$ cat config.mk
export PLATFORM = sky130hd
export DESIGN_NAME = alu_issue_stage_flat
export DESIGN_NICKNAME = d
export VERILOG_FILES = /design/src/rtl/alu_pkg.sv /design/src/rtl/alu_issue_stage_if.sv /design/src/rtl/alu_issue_decode.sv /design/src/rtl/alu_issue_stage.sv /design/src/flat_wrapper.sv
export SDC_FILE = /design/constraint.sdc
export NUM_CORES = 1
export LEC_CHECK = 0
export ABC_AREA = 1
export CAP_MARGIN = 25
export CORE_ASPECT_RATIO = 0.75
export CORE_MARGIN = 2
export CORE_UTILIZATION = 55
export DETAILED_ROUTE_END_ITERATION = 12
export PLACE_DENSITY_LB_ADDON = 0.15
export REMOVE_ABC_BUFFERS = 1
export SYNTH_ARGS = -nofsm -noshare
export SYNTH_HDL_FRONTEND = slang
export SYNTH_SLANG_ARGS = --single-unit
$ cat constraint.sdc
create_clock -name clk_i -period 12.7 [get_ports clk_i]
set_clock_uncertainty 0.1 [all_clocks]
set_input_delay 1.27 -clock clk_i [delete_from_list [all_inputs] [get_ports clk_i]]
set_output_delay 1.27 -clock clk_i [all_outputs]
set_load 0.02 [all_outputs]
$ cat src/rtl/alu_pkg.sv
`default_nettype none
// ============================================================================
//  Module      : alu_pkg
//  Description : Shared constants and types for the ALU issue stage: RV32I
//                opcodes, ALU select encodings, funct7 values, the payload
//                bundle handed to EX and the skid-buffer occupancy states.
//  Revision    : 1.0 - initial release
// ============================================================================
package alu_pkg;

   localparam int XLEN = 32;

   // RV32I major opcodes handled by the issue stage
   localparam logic [6:0] OP     = 7'b0110011;
   localparam logic [6:0] OP_IMM = 7'b0010011;
   localparam logic [6:0] LUI    = 7'b0110111;
   localparam logic [6:0] AUIPC  = 7'b0010111;
   localparam logic [6:0] BRANCH = 7'b1100011;

   // ALU SELECT encodings (match the RV32I funct3 of the register forms)
   localparam logic [2:0] ALU_ADD  = 3'd0;
   localparam logic [2:0] ALU_SLL  = 3'd1;
   localparam logic [2:0] ALU_SLT  = 3'd2;
   localparam logic [2:0] ALU_SLTU = 3'd3;
   localparam logic [2:0] ALU_XOR  = 3'd4;
   localparam logic [2:0] ALU_SR   = 3'd5;
   localparam logic [2:0] ALU_OR   = 3'd6;
   localparam logic [2:0] ALU_AND  = 3'd7;

   // funct7 values
   localparam logic [6:0] F7_ZERO = 7'b0000000;
   localparam logic [6:0] F7_ALT  = 7'b0100000;

   // Bundle presented to EX; field order is the packed bit order, MSB first
   typedef struct packed {
      logic [XLEN-1:0] data1;
      logic [XLEN-1:0] data2;
      logic [2:0]      select;
      logic            rotate;
      logic [4:0]      rd;
      logic            wb_en;
      logic            is_branch;
      logic [2:0]      br_funct3;
      logic            illegal;
   } payload_t;

   localparam int PAYLOAD_W = $bits(payload_t);

   // Skid buffer occupancy
   typedef enum logic [1:0] {
      ST_EMPTY = 2'd0,
      ST_ONE   = 2'd1,
      ST_FULL  = 2'd2
   } occ_state_t;

   // Two's-complement negation with 32-bit wrap (0 stays 0)
   function automatic logic [XLEN-1:0] twos_neg(input logic [XLEN-1:0] v);
      return ~v + XLEN'(1);
   endfunction

endpackage
`default_nettype wire

$ cat src/rtl/alu_issue_stage_if.sv
`default_nettype none
// ============================================================================
//  Module      : alu_issue_stage_if
//  Description : Handshake and payload bundle of the ALU issue stage.
//                in_*  : ID -> stage (instruction offer, in_ready back)
//                out_* : stage -> EX (decoded ALU request, out_ready back)
//                modport master : the ID/EX environment around the stage
//                modport slave  : the issue stage itself
//  Revision    : 1.0 - initial release
// ============================================================================
interface alu_issue_stage_if #(
   parameter int XLEN = 32
) ();

   // ID side
   logic            in_valid;
   logic            in_ready;
   logic [31:0]     in_instr;
   logic [XLEN-1:0] in_pc;
   logic [XLEN-1:0] in_rs1_val;
   logic [XLEN-1:0] in_rs2_val;

   // EX side
   logic            out_valid;
   logic            out_ready;
   logic [XLEN-1:0] out_data1;
   logic [XLEN-1:0] out_data2;
   logic [2:0]      out_select;
   logic            out_rotate;
   logic [4:0]      out_rd;
   logic            out_wb_en;
   logic            out_is_branch;
   logic [2:0]      out_br_funct3;
   logic            out_illegal;

   modport master (
      output in_valid, in_instr, in_pc, in_rs1_val, in_rs2_val, out_ready,
      input  in_ready, out_valid, out_data1, out_data2, out_select, out_rotate,
             out_rd, out_wb_en, out_is_branch, out_br_funct3, out_illegal
   );

   modport slave (
      input  in_valid, in_instr, in_pc, in_rs1_val, in_rs2_val, out_ready,
      output in_ready, out_valid, out_data1, out_data2, out_select, out_rotate,
             out_rd, out_wb_en, out_is_branch, out_br_funct3, out_illegal
   );

endinterface
`default_nettype wire

$ cat src/rtl/alu_issue_decode.sv
`default_nettype none
// ============================================================================
//  Module      : alu_issue_decode
//  Description : Purely combinational RV32I decode into an ALU request.
//  Ports       : instr_i   - raw instruction
//                pc_i      - instruction PC (AUIPC operand)
//                rs1_i     - rs1 register value
//                rs2_i     - rs2 register value
//                payload_o - packed payload_t bundle
//  Revision    : 1.0 - initial release
// ============================================================================
module alu_issue_decode
   import alu_pkg::*;
(
   input  wire [31:0]          instr_i,
   input  wire [XLEN-1:0]      pc_i,
   input  wire [XLEN-1:0]      rs1_i,
   input  wire [XLEN-1:0]      rs2_i,
   output logic [PAYLOAD_W-1:0] payload_o
);

   logic [6:0] w_opcode;
   logic [4:0] w_rd;
   logic [2:0] w_funct3;
   logic [6:0] w_funct7;
   logic [XLEN-1:0] w_imm_i;
   logic [XLEN-1:0] w_imm_u;
   logic [XLEN-1:0] w_shamt;
   payload_t   w_pl;

   assign w_opcode = instr_i[6:0];
   assign w_rd     = instr_i[11:7];
   assign w_funct3 = instr_i[14:12];
   assign w_funct7 = instr_i[31:25];
   assign w_imm_i  = {{(XLEN-12){instr_i[31]}}, instr_i[31:20]};
   assign w_imm_u  = {instr_i[31:12], 12'b0};
   assign w_shamt  = {{(XLEN-5){1'b0}}, instr_i[24:20]};

   always_comb begin
      w_pl = '0;
      case (w_opcode)
         OP: begin
            w_pl.data1  = rs1_i;
            w_pl.data2  = rs2_i;
            w_pl.select = w_funct3;
            w_pl.rd     = w_rd;
            if (w_funct7 == F7_ALT) begin
               // Only SUB and SRA use the alternate funct7
               if (w_funct3 == ALU_ADD) begin
                  w_pl.data2 = twos_neg(rs2_i);
               end else if (w_funct3 == ALU_SR) begin
                  w_pl.rotate = 1'b1;
               end else begin
                  w_pl.illegal = 1'b1;
               end
            end else if (w_funct7 != F7_ZERO) begin
               w_pl.illegal = 1'b1;
            end
         end
         OP_IMM: begin
            w_pl.data1  = rs1_i;
            w_pl.data2  = w_imm_i;
            w_pl.select = w_funct3;
            w_pl.rd     = w_rd;
            if (w_funct3 == ALU_SLL) begin
               w_pl.data2  = w_shamt;
               w_pl.rotate = instr_i[30];
               if (w_funct7 != F7_ZERO) begin
                  w_pl.illegal = 1'b1;
               end
            end else if (w_funct3 == ALU_SR) begin
               w_pl.data2  = w_shamt;
               w_pl.rotate = instr_i[30];
               if ((w_funct7 != F7_ZERO) && (w_funct7 != F7_ALT)) begin
                  w_pl.illegal = 1'b1;
               end
            end
         end
         LUI: begin
            w_pl.data2 = w_imm_u;
            w_pl.rd    = w_rd;
         end
         AUIPC: begin
            w_pl.data1 = pc_i;
            w_pl.data2 = w_imm_u;
            w_pl.rd    = w_rd;
         end
         BRANCH: begin
            w_pl.is_branch = 1'b1;
            w_pl.br_funct3 = w_funct3;
            w_pl.data1     = rs1_i;
            case (w_funct3[2:1])
               // BEQ/BNE: subtract so EX can test the zero flag
               2'b00: begin
                  w_pl.select = ALU_ADD;
                  w_pl.data2  = twos_neg(rs2_i);
               end
               2'b10: begin
                  w_pl.select = ALU_SLT;
                  w_pl.data2  = rs2_i;
               end
               2'b11: begin
                  w_pl.select = ALU_SLTU;
                  w_pl.data2  = rs2_i;
               end
               default: begin
                  w_pl.illegal = 1'b1;
               end
            endcase
         end
         default: begin
            w_pl.illegal = 1'b1;
         end
      endcase

      // Branches and illegal encodings never write back; x0 is never written
      w_pl.wb_en = ~w_pl.illegal & ~w_pl.is_branch & (w_pl.rd != 5'd0);
   end

   assign payload_o = w_pl;

endmodule
`default_nettype wire

$ cat src/rtl/alu_issue_stage.sv
`default_nettype none
// ============================================================================
//  Module      : alu_issue_stage
//  Description : Decodes one RV32I instruction per cycle into an ALU request
//                and presents it to EX through a registered 2-entry skid
//                buffer. in_ready comes straight from a flop, so EX
//                back-pressure never reaches ID combinationally.
//  Ports       : clk_i   - clock, rising edge
//                rst_i   - asynchronous active-high reset
//                flush_i - synchronous discard of both buffered entries
//                bus     - alu_issue_stage_if.slave (ID offer / EX request)
//  Revision    : 1.0 - initial release
// ============================================================================
module alu_issue_stage
   import alu_pkg::*;
#(
   parameter int XLEN = 32
) (
   input  wire             clk_i,
   input  wire             rst_i,
   input  wire             flush_i,
   alu_issue_stage_if.slave bus
);

   logic [PAYLOAD_W-1:0] w_dec_bits;
   payload_t             w_dec;
   payload_t             out_q;
   payload_t             out_d;
   payload_t             skid_q;
   payload_t             skid_d;
   occ_state_t           state_q;
   occ_state_t           state_d;
   logic                 in_ready_q;
   logic                 in_ready_d;
   logic                 w_out_valid;
   logic                 w_accept;
   logic                 w_drain;

   alu_issue_decode u_decode (
      .instr_i   (bus.in_instr),
      .pc_i      (bus.in_pc),
      .rs1_i     (bus.in_rs1_val),
      .rs2_i     (bus.in_rs2_val),
      .payload_o (w_dec_bits)
   );

   assign w_dec       = payload_t'(w_dec_bits);
   assign w_out_valid = (state_q != ST_EMPTY);
   assign w_accept    = bus.in_valid & in_ready_q;
   assign w_drain     = w_out_valid & bus.out_ready;

   always_ff @(posedge clk_i or posedge rst_i) begin
      if (rst_i) begin
         state_q    <= ST_EMPTY;
         in_ready_q <= 1'b1;
         out_q      <= '0;
         skid_q     <= '0;
      end else begin
         state_q    <= state_d;
         in_ready_q <= in_ready_d;
         out_q      <= out_d;
         skid_q     <= skid_d;
      end
   end

   // out_q is always the oldest entry; skid_q only holds the second one
   always_comb begin
      state_d = state_q;
      out_d   = out_q;
      skid_d  = skid_q;
      if (flush_i) begin
         state_d = ST_EMPTY;
      end else begin
         case (state_q)
            ST_EMPTY: begin
               if (w_accept) begin
                  out_d   = w_dec;
                  state_d = ST_ONE;
               end
            end
            ST_ONE: begin
               if (w_accept && w_drain) begin
                  out_d = w_dec;
               end else if (w_accept) begin
                  skid_d  = w_dec;
                  state_d = ST_FULL;
               end else if (w_drain) begin
                  state_d = ST_EMPTY;
               end
            end
            ST_FULL: begin
               // in_ready is low here, so only a drain can happen
               if (w_drain) begin
                  out_d   = skid_q;
                  state_d = ST_ONE;
               end
            end
            default: begin
               state_d = ST_EMPTY;
            end
         endcase
      end
      in_ready_d = (state_d != ST_FULL);
   end

   assign bus.in_ready      = in_ready_q;
   assign bus.out_valid     = w_out_valid;
   assign bus.out_data1     = out_q.data1[XLEN-1:0];
   assign bus.out_data2     = out_q.data2[XLEN-1:0];
   assign bus.out_select    = out_q.select;
   assign bus.out_rotate    = out_q.rotate;
   assign bus.out_rd        = out_q.rd;
   assign bus.out_wb_en     = out_q.wb_en;
   assign bus.out_is_branch = out_q.is_branch;
   assign bus.out_br_funct3 = out_q.br_funct3;
   assign bus.out_illegal   = out_q.illegal;

endmodule
`default_nettype wire
$ cat src/flat_wrapper.sv
// flat-port wrapper written by rule: the top's interface ports become plain ports
module alu_issue_stage_flat import alu_pkg::*;
#(
   parameter int XLEN = 32
)
  (clk_i, rst_i, flush_i, bus_in_valid, bus_in_instr, bus_in_pc, bus_in_rs1_val, bus_in_rs2_val, bus_out_ready, bus_in_ready, bus_out_valid, bus_out_data1, bus_out_data2, bus_out_select, bus_out_rotate, bus_out_rd, bus_out_wb_en, bus_out_is_branch, bus_out_br_funct3, bus_out_illegal);
  alu_issue_stage_if #(.XLEN(XLEN)) bus_i ();
  input  wire clk_i;
  input  wire rst_i;
  input  wire flush_i;
  input wire logic [$bits(bus_i.in_valid)-1:0] bus_in_valid;
  input wire logic [$bits(bus_i.in_instr)-1:0] bus_in_instr;
  input wire logic [$bits(bus_i.in_pc)-1:0] bus_in_pc;
  input wire logic [$bits(bus_i.in_rs1_val)-1:0] bus_in_rs1_val;
  input wire logic [$bits(bus_i.in_rs2_val)-1:0] bus_in_rs2_val;
  input wire logic [$bits(bus_i.out_ready)-1:0] bus_out_ready;
  output wire logic [$bits(bus_i.in_ready)-1:0] bus_in_ready;
  output wire logic [$bits(bus_i.out_valid)-1:0] bus_out_valid;
  output wire logic [$bits(bus_i.out_data1)-1:0] bus_out_data1;
  output wire logic [$bits(bus_i.out_data2)-1:0] bus_out_data2;
  output wire logic [$bits(bus_i.out_select)-1:0] bus_out_select;
  output wire logic [$bits(bus_i.out_rotate)-1:0] bus_out_rotate;
  output wire logic [$bits(bus_i.out_rd)-1:0] bus_out_rd;
  output wire logic [$bits(bus_i.out_wb_en)-1:0] bus_out_wb_en;
  output wire logic [$bits(bus_i.out_is_branch)-1:0] bus_out_is_branch;
  output wire logic [$bits(bus_i.out_br_funct3)-1:0] bus_out_br_funct3;
  output wire logic [$bits(bus_i.out_illegal)-1:0] bus_out_illegal;
  assign bus_i.in_valid = bus_in_valid;
  assign bus_i.in_instr = bus_in_instr;
  assign bus_i.in_pc = bus_in_pc;
  assign bus_i.in_rs1_val = bus_in_rs1_val;
  assign bus_i.in_rs2_val = bus_in_rs2_val;
  assign bus_i.out_ready = bus_out_ready;
  assign bus_in_ready = bus_i.in_ready;
  assign bus_out_valid = bus_i.out_valid;
  assign bus_out_data1 = bus_i.out_data1;
  assign bus_out_data2 = bus_i.out_data2;
  assign bus_out_select = bus_i.out_select;
  assign bus_out_rotate = bus_i.out_rotate;
  assign bus_out_rd = bus_i.out_rd;
  assign bus_out_wb_en = bus_i.out_wb_en;
  assign bus_out_is_branch = bus_i.out_is_branch;
  assign bus_out_br_funct3 = bus_i.out_br_funct3;
  assign bus_out_illegal = bus_i.out_illegal;
  alu_issue_stage #(.XLEN(XLEN)) u_core (.clk_i(clk_i), .rst_i(rst_i), .flush_i(flush_i), .bus(bus_i));
endmodule
==> datasheet_impl.txt <==
Characteristics after synthesis and place and route

Parameter                              Value

Pwr
  Leak pwr .................. 0.00586 uW
  Clock share of power .................. 40.8%
  Switching portion of total power .................. 28.8%
  PnR Total Power .................. 1280 uW
  Power per Cell Area .................. 106 nW/um^2
  Max VDD drop .................. 0.0000850 V
  Share of total power in sequential cells .................. 43.7%
  Net switching power of the design .................. 369 uW

Synthesis
  # Cells Yosys .................. 1,329
  Synth warn .................. 0
  Dominant cell type by area after synthesis .................. sky130_fd_sc_hd__dfrtp_1
  Most frequent cell after synthesis .................. sky130_fd_sc_hd__nand2_1
  Fraction of registers with async set/reset .................. 100%
  Share of the synthesized area in the top cell type .................. 43.2%
  Post-synth tally of flip-flops with integrated enable .................. 0
  Cell area after technology mapping .................. 9280 um^2
  Most instantiated flip-flop cell in the synthesis netlist .................. sky130_fd_sc_hd__dfrtp_1
  Register area share after synthesis .................. 43.4%
  Netlist cell types .................. 38
  Post-synthesis register bit count .................. 161
  Average cell area after synthesis .................. 6.98 um^2
  Biggest area contributors in the synthesized netlist .................. sky130_fd_sc_hd__dfrtp_1 (43%), sky130_fd_sc_hd__nand2_1 (17%), sky130_fd_sc_hd__nor2_1 (7.8%)
  Top cells by instance count after synthesis .................. sky130_fd_sc_hd__nand2_1 (417), sky130_fd_sc_hd__nor2_1 (193), sky130_fd_sc_hd__dfrtp_1 (160), sky130_fd_sc_hd__o21ai_0 (129), sky130_fd_sc_hd__inv_1 (88)

Setup path
  Critical path arrival .................. between 4000 and 5000 ps
  Category of the critical setup timing path .................. in -> reg
  Slack of the worst reg-to-reg path .................. 9660 ps
  Largest fanout of any net on the critical path .................. 81
  Sort of element at the start of the critical path .................. input pin
  WP data required .................. ~13,000 ps
  Kind of capture point of the worst setup path .................. flip-flop

Clock tree
  Number of clock buffers inserted by TritonCTS .................. 17
  TritonCTS clock tree .................. done
  Number of setup buffers added after CTS .................. 0
  Clock-pin slew on the worst setup and hold paths .................. 70 ps
  CTS max path bufs .................. 2
  Library cell used as clock root buffer .................. sky130_fd_sc_hd__clkbuf_16
  Latest clock arrival within the worst-skew pair .................. 430 ps
  Maximum level of the CTS H-tree .................. 4
  Number of clock sinks .................. 161
  Post-cts sizing count .................. 0
  Hold_buf cts .................. 0

Run
  Reported max-cap violation count .................. 0
  Stage-log warning count .................. 25

Final timing
  Slew headroom .................. 32.2%
  Hold Vio Cnt, Final .................. 0
  Worst hold slack .................. 376 ps
  Minimum period implied by the final worst setup slack .................. 3810 ps
  Least-Margin Pin Slew .................. 1020 ps
  RSZ-0062 raised after global routing .................. false
  Least setup slack across all paths after layout .................. between 8000 and 9000 ps
  Number of failing setup endpoints in the final timing report .................. 0
  Post-Route Setup TNS .................. 0 ps
  Cycle use final .................. 30.0%
  Final tally of max-slew violations .................. 0
  Highest achievable clock rate .................. 263 MHz

Final layout
  Layout cell share with drive strength beyond 1 .................. ~5.2%
  Reg area .................. slightly above 4000 um^2
  Most common logic cell in the routed design .................. sky130_fd_sc_hd__nand2_1
  # nets final .................. 1,639
  Footprint of the multi-input gates .................. approximately 4600 um^2
  Post-synthesis to final-layout area growth .................. 30.3%

Placed design
  Final weighted congestion in routability-driven placement .................. 1.01
  HPWL after detailed placement .................. 18.8 mm
  Worst slack, placed .................. 8480 ps
  IO Port Bufs .................. 213

Route
  Via density per instance .................. 5.49
  Number of nets with antenna violations after routing .................. 0
  Average wire per cell in the routed design .................. 15.5 um
  Total wire length .................. 26.8 mm
  Via count of the routed design .................. 9,521
  Routed length on met1 .................. 12.0 mm
  Detailed router's first-iteration violation count .................. 831
  Top Layer Used .................. met5
  Met3 wire length .................. 2.18 mm
  Detailed-route DRC error count .................. 0
  First-pass DRT Iterations .................. 6
  Met2 wirelength from detailed routing .................. 12.2 mm

GRT
  First-pass GRT wire length .................. 44.0 mm
  GR Util All Layers .................. 30.7%
  Overflow after GRT .................. 0
  Number of global-route vias before repair .................. 8,960
  Antenna violations before repair .................. 1
  Pin count of the biggest net entering global routing .................. 95

Floorplanning
  Starting Density .................. 55.6%
  Number of I/O pins .................. 214
  Die area .................. around 18,000 um^2
  Die outline width .................. 154 um
  Die extent in y .................. 116 um
  Placement Rows .................. 41

Run status
  Result of the run .................. finished clean
-- critical path, stage by stage --
cell                              delay (ps)
sky130_fd_sc_hd__clkdlybuf4s50_1         390
sky130_fd_sc_hd__nand2_1                  60
sky130_fd_sc_hd__inv_1                    40
sky130_fd_sc_hd__nor2_1                  110
sky130_fd_sc_hd__nor2_1                   90
sky130_fd_sc_hd__nand2_4                 480
sky130_fd_sc_hd__buf_4                   740
sky130_fd_sc_hd__inv_1                   490
sky130_fd_sc_hd__o21ai_0                 230
sky130_fd_sc_hd__o21ai_2                  80
-- state kept, by name, summed over array words and instances, names as in the netlist --
signal                    count
u_core.bus.out_data1         32
u_core.bus.out_data2         32
u_core.bus.out_rd             5
u_core.bus.out_select         3
u_core.skid_q                79
u_core.state_q                2
u_core.bus.out_rotate         1
u_core.bus.in_ready           1
u_core.bus.out_wb_en          1
u_core.bus.out_br_funct3      3
u_core.bus.out_illegal        1
u_core.bus.out_is_branch      1
-- worst paths after layout --
path                                                     from                                  end  cells past startpoint
worst min register to register  u_core.skid_q[24]$_DFFE_PP0P_        u_core.skid_q[24]$_DFFE_PP0P_                      2
worst max register to register    u_core.state_q[1]$_DFF_PP0_  u_core.bus.out_data2[6]$_DFFE_PP0P_                      8
max in group asynchronous                               rst_i        u_core.bus.in_ready$_DFF_PP1_                      4
worst max-delay path                             bus_in_valid  u_core.bus.out_data2[6]$_DFFE_PP0P_                     10
worst min-delay path            u_core.skid_q[24]$_DFFE_PP0P_        u_core.skid_q[24]$_DFFE_PP0P_                      2
min in group asynchronous                               rst_i     u_core.bus.out_rd[3]$_DFFE_PP0P_                      2
-- cell type report --
cell class / count / share of cell area, %
Timing Repair Buffer: 220 / 18.2
Tap cell: 215 / 2.23
Clock buffer: 18 / 3.55
Inverter: 101 / 3.22
Clock inverter: 14 / 1.40
Sequential cell: 161 / 33.3
Multi-Input combinational cell: 1004 / 38.0
-- stage by stage --
step | cell area [um^2] | std cells
6_report | 12100 | 1733
5_1_grt | 12100 | 1733
4_1_cts | 12100 | 1732
3_5_place_dp | 11500 | 1700
3_3_place_gp | 11500 | 1700
2_1_floorplan | 8990 | 1266
-- power groups by stage --
stage / Sequential (uW) / Clock (uW) / Combinational [uW]
3_5_place_dp: 570 / 0 / 197
6_report: 560 / 524 / 199
3_3_place_gp: 568 / 0 / 195
4_1_cts: 560 / 530 / 198
5_1_grt: 564 / 552 / 219
2_1_floorplan: 583 / 0 / 80.4
-- metal layers --
metal / track usage, % / up-vias
met2: 48.5 / 395
met1: 43.5 / 4433
met3: 6.46 / 36
li1: - / 4655
met4: 8.85 / 2
met5: 0 / -
-- logic make-up (layout without fill, tap and decap cells) --
| kind of cell | Yosys count | count (layout) | share of synthesized area, % |
|---|---|---|---|
| compound gates | 248 | 248 | 14.5 |
| xor+xnor | 12 | 12 | 1.13 |
| fa+ha+maj | 1 | 1 | 0.135 |
| buf+inv | 164 | 353 | 7.19 |
| flops | 161 | 161 | 43.4 |
| simple gates | 743 | 743 | 33.6 |
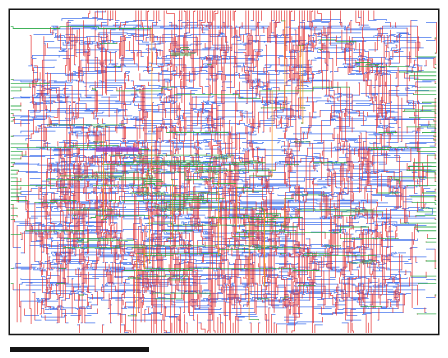
wires.png
The bar under the picture is 50 um long.
| color | layer | wire length |
|---|---|---|
| blue | metal 1 | 12,000 um |
| green | metal 3 | 2,180 um |
| orange | metal 4 | 387 um |
| purple | metal 5 | 13.8 um |
| red | metal 2 | 12,200 um |

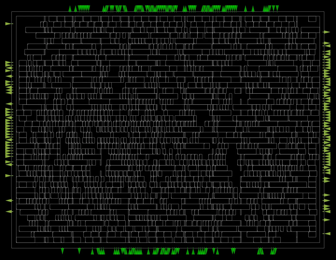
placement.png
final std cells w/o fill: 1,733
number of fill cells in the layout: 1,377
flip-flop and latch share of the layout cell area: 33.3%
core box area: 16,700 um^2
final design utilization: 72.5%

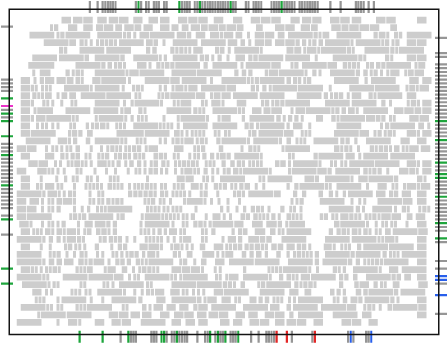
io_placement.png
Pins as bars across the die edge, other pins in gray.
| color | port | pins | direction | edge |
|---|---|---|---|---|
| magenta | bus_out_ready | 1 | input | left |
| green | bus_out_data2 | 32 | output | 10 bottom, 9 left, 8 right, 5 top |
| blue | bus_out_rd | 5 | output | 3 right, 2 bottom |
| red | bus_out_select | 3 | output | bottom |

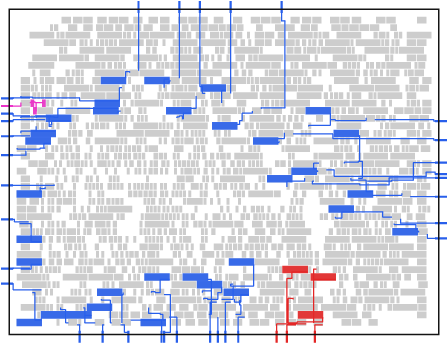
io_fan.png
| color | port | bits | direction | edge | end cells | buffers | wire |
|---|---|---|---|---|---|---|---|
| magenta | bus_out_ready | 1 | input | left | 3 | 1 | 13.2 um |
| red | bus_out_select | 3 | output | bottom | 3 | 3 | 105 um |
| blue | bus_out_data2 | 32 | output | 10 bottom, 9 left, 8 right, 5 top | 32 | 32 | 1,040 um |

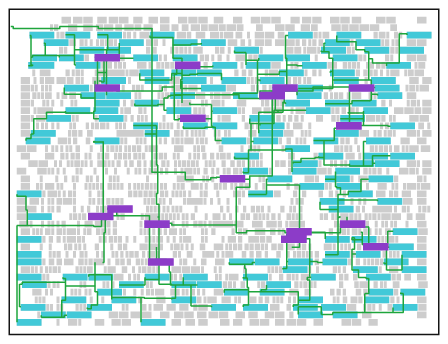
clk_routes.png
[cyan] flip-flops | count: 161
[green] clock wires | length: 2,120 um
[purple] clock drivers | count: 17
flops lie: all over the die
routed clock nets: 18

No activity file was given, so power comes from the tool's default toggle rates.
